===== config.mk =====
export PLATFORM = sky130hd
export DESIGN_NAME = c_lod_iter
export DESIGN_NICKNAME = d
export VERILOG_FILES = /design/src/rtl/clib_pkg.sv /design/src/rtl/c_lod_iter_lod.sv /design/src/rtl/c_lod_iter.sv
export SDC_FILE = /design/constraint.sdc
export NUM_CORES = 1
export LEC_CHECK = 0
export ABC_AREA = 0
export CORE_UTILIZATION = 50
export CTS_CLUSTER_SIZE = 10
export DETAILED_ROUTE_END_ITERATION = 12
export GPL_TIMING_DRIVEN = 0
export PLACE_DENSITY = 0.92
export SYNTH_ARGS = -nofsm -noshare
export SYNTH_HDL_FRONTEND = slang
export SYNTH_SLANG_ARGS = --single-unit

===== constraint.sdc =====
create_clock -name clk -period 10.1 [get_ports clk]
set_clock_uncertainty 0.15 [all_clocks]
set_input_delay 1.515 -clock clk [delete_from_list [all_inputs] [get_ports clk]]
set_output_delay 1.515 -clock clk [all_outputs]
set_load 0.05 [all_outputs]

===== src/rtl/clib_pkg.sv =====
// Shared helpers for the c_* library: iterator FSM state and a ceil-log2
// used to size index ports.
package clib;

  typedef enum logic {
    IDLE = 1'b0,
    ITER = 1'b1
  } iter_state_t;

  function automatic int clogb(input int v);
    int r;
    for (r = 0; (1 << r) < v; r++) begin
    end
    return r;
  endfunction

endpackage


===== src/rtl/c_lod_iter_lod.sv =====
// Leading-one detector: keeps only the lowest-index set bit of i_data
// (index 0 is the leading position).
module c_lod #(
  parameter int width = 32
) (
  input  logic [0:width-1] i_data,
  output logic [0:width-1] o_onehot
);

  logic w_found;

  always_comb begin
    w_found  = 1'b0;
    o_onehot = '0;
    for (int i = 0; i < width; i++) begin
      if (i_data[i] && !w_found) begin
        o_onehot[i] = 1'b1;
        w_found     = 1'b1;
      end
    end
  end

endmodule


===== src/rtl/c_lod_iter.sv =====
// Iterates over the set bits of an accepted vector, one one-hot beat per
// set bit, lowest or highest index first depending on dir.
module c_lod_iter
  import clib::*;
#(
  parameter int width = 32,
  parameter int dir   = 0
) (
  input  logic                    clk,
  input  logic                    reset,
  input  logic                    in_valid,
  output logic                    in_ready,
  input  logic [0:width-1]        in_data,
  output logic                    out_valid,
  input  logic                    out_ready,
  output logic [0:width-1]        out_onehot,
  output logic [clogb(width)-1:0] out_index,
  output logic                    out_last,
  output logic                    out_empty
);

  localparam int IW = clogb(width);

  iter_state_t      r_state;
  logic [0:width-1] r_resid;
  logic             r_empty;

  logic [0:width-1] w_lod_in, w_lod_out, w_lead;
  logic [IW-1:0]    w_idx;
  logic             w_valid, w_single, w_last, w_take;

  // dir=1 finds the highest index by mirroring around the same detector.
  if (dir != 0) begin : g_rev
    for (genvar g = 0; g < width; g++) begin : g_bit
      assign w_lod_in[g] = r_resid[width-1-g];
      assign w_lead[g]   = w_lod_out[width-1-g];
    end
  end else begin : g_fwd
    assign w_lod_in = r_resid;
    assign w_lead   = w_lod_out;
  end

  c_lod #(.width(width)) u_lod (
    .i_data  (w_lod_in),
    .o_onehot(w_lod_out)
  );

  always_comb begin
    w_idx = '0;
    for (int i = 0; i < width; i++) begin
      if (w_lead[i]) w_idx = w_idx | IW'(i);
    end
  end

  assign w_valid  = (r_state == ITER);
  assign w_single = (|r_resid) && ((r_resid & ~w_lead) == '0);
  // An all-zero vector still produces one (empty) beat, which is also last.
  assign w_last   = w_valid && (r_empty || w_single);
  assign w_take   = in_valid && in_ready;

  assign in_ready   = reset && ((r_state == IDLE) || (out_ready && w_last));
  assign out_valid  = w_valid;
  assign out_onehot = w_valid ? w_lead : '0;
  assign out_index  = w_valid ? w_idx : '0;
  assign out_last   = w_last;
  assign out_empty  = w_valid && r_empty;

  always_ff @(posedge clk) begin
    if (!reset) begin
      r_state <= IDLE;
      r_resid <= '0;
      r_empty <= 1'b0;
    end else if (w_take) begin
      r_state <= ITER;
      r_resid <= in_data;
      r_empty <= ~|in_data;
    end else if (w_valid && out_ready) begin
      if (w_last) begin
        r_state <= IDLE;
        r_resid <= '0;
        r_empty <= 1'b0;
      end else begin
        r_resid <= r_resid & ~w_lead;
      end
    end
  end

endmodule


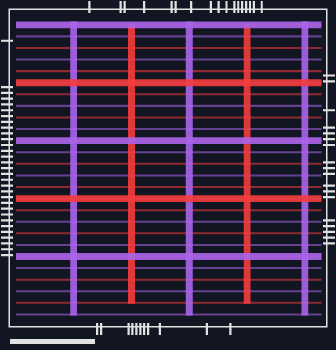
Figure 1: supply network.
Scale bar: 20 um. Pins as bars on the die edge.
legend:
  VDD:
    colour: red
  VSS:
    colour: purple
met4 straps: 5
signal pins: 77
met5 straps: 5
die width: 74.2 um
die height: 74.2 um
VDD IR max: 0.101 mV
Core Box Area: 0.00488 mm^2

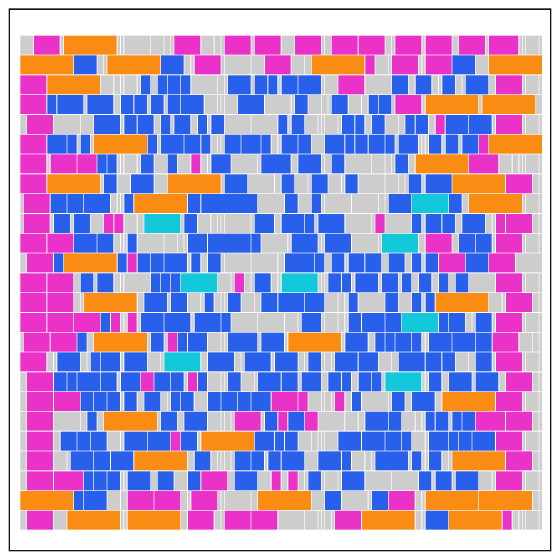
Figure 2: cells coloured by class.
Fill, decap, tap and diode cells in grey.
legend:
  remaining logic cells:
    colour: blue
    cells: 286
  remaining buffers and delay cells:
    colour: magenta
    cells: 104
  sequential cells:
    colour: orange
    cells: 34
  clock drivers and dummy loads:
    colour: cyan
    cells: 8
FP Rows: 25
fin area: 0.00356 mm^2

==> out/results.tsv <==
stage	metric	value	unit
worst_setup_path	buffers plus inverters on the worst setup path	4	
die	chip area	0.00550	mm^2
worst_setup_path	kind of start point of the critical path	register	
grt	Total GRT Usage	39.6	%
final_layout	Top cells excl fill/tap	76 x clkdlybuf4s50_1, 34 x dfxtp_1, 31 x nor2_1, 31 x a22o_1, 23 x nor3_1	
routing	via density per instance	6.91	
timing	Hold WS	0.411	ns
final_layout	share of layout cells above drive strength 1	4.86	%
flow_run	Tool Warnings	26	
grt	initial antenna violation count	0	
logic_synthesis	number of enable flip-flop cells	0	
final_layout	fraction of area in registers	19.1	%
worst_hold_path	Hold Path Class	register to register	
power_and_ir_drop	Psw	0.000187	W
routing	metal1 wirelength	4120	um
timing	RSZ-0062 raised after global routing	false	
worst_hold_path	HP Start	r_resid[27]	
worst_setup_path	CP Max Fanout	10	
logic_synthesis	Adders+Majority by Area	0.768	%
final_layout	max reg flops	32	
routing	metal3 WL	1430	um
final_layout	fin cells	499	
final_layout	Reg area	681	um^2
outcome	run status	finished clean	
placed_design	dpl cells	491	
worst_setup_path	slowest stage delay, CP	0.79	ns
clocking	clock root buffer	clkbuf_8	
timing	min Tclk post-route	6.45	ns
worst_setup_path	crit-path cells	clkbuf_1 > or4_1 > buf_2 > or3_1 > buf_2 > nor3_1 > a211oi_1 > or4b_1 > o41ai_2 > and2_1 > clkdlybuf4s50_1	
logic_synthesis	dominant kind of combinational cell	AND-OR/OR-AND gates	
timing	Worst-Margin Slew	0.663	ns
routing	Via Count	3450	
power_and_ir_drop	Sw Ratio	40.1	%
logic_synthesis	mux share	1.54	%
clocking	clock slew at reported path FFs	0.07	ns
routing	wirelength, routed	10500	um
routing	DRT iter0 DRCs	427	
final_layout	most frequent logic cell in the layout	clkdlybuf4s50_1	
timing	setup total negative slack	0	ns
final_layout	Biggest Area Class	combinational gates	
grt	vias in the first global route	3150	
power_and_ir_drop	leak pwr	1.35	nW
power_and_ir_drop	Comb power frac	40.3	%
timing	final setup fails	0	
logic_synthesis	Post-Synthesis Cells	348	
logic_synthesis	Chip Area, Yosys	0.00261	mm^2
power_and_ir_drop	top power group	combinational cells	
logic_synthesis	YS warnings	0	
final_layout	post-layout util	73.0	%
routing	Avg WL per Cell	21.1	um
power_and_ir_drop	seq pwr	0.000156	W
placed_design	routability cong.	1.04	
final_layout	Reg with most FFs	r_resid	
power_and_ir_drop	Pint	0.000280	W
grt	routing usage on met3	10.4	%
final_layout	logic share of the area	48.5	%
logic_synthesis	Synth Area in Compound Gates	35.4	%
final_layout	area grow syn2layout	36.6	%
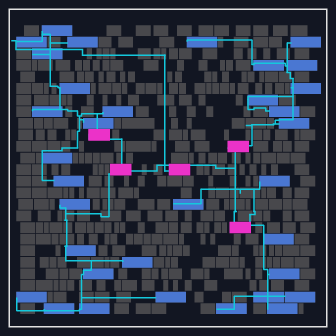
Figure 3: clock wires, drivers and flops.
legend:
  clock wires:
    colour: cyan
    length: 509 um
  flip-flops:
    colour: blue
    count: 34
  clock-net drivers:
    colour: magenta
    count: 5
flops lie: all over the die
routed clock nets: 6
Clock Power: 0.000123 W
Clock power frac: 26.4%
clk_lat worst skew: 0.29 ns

No activity file was given, so power comes from the tool's default toggle rates.
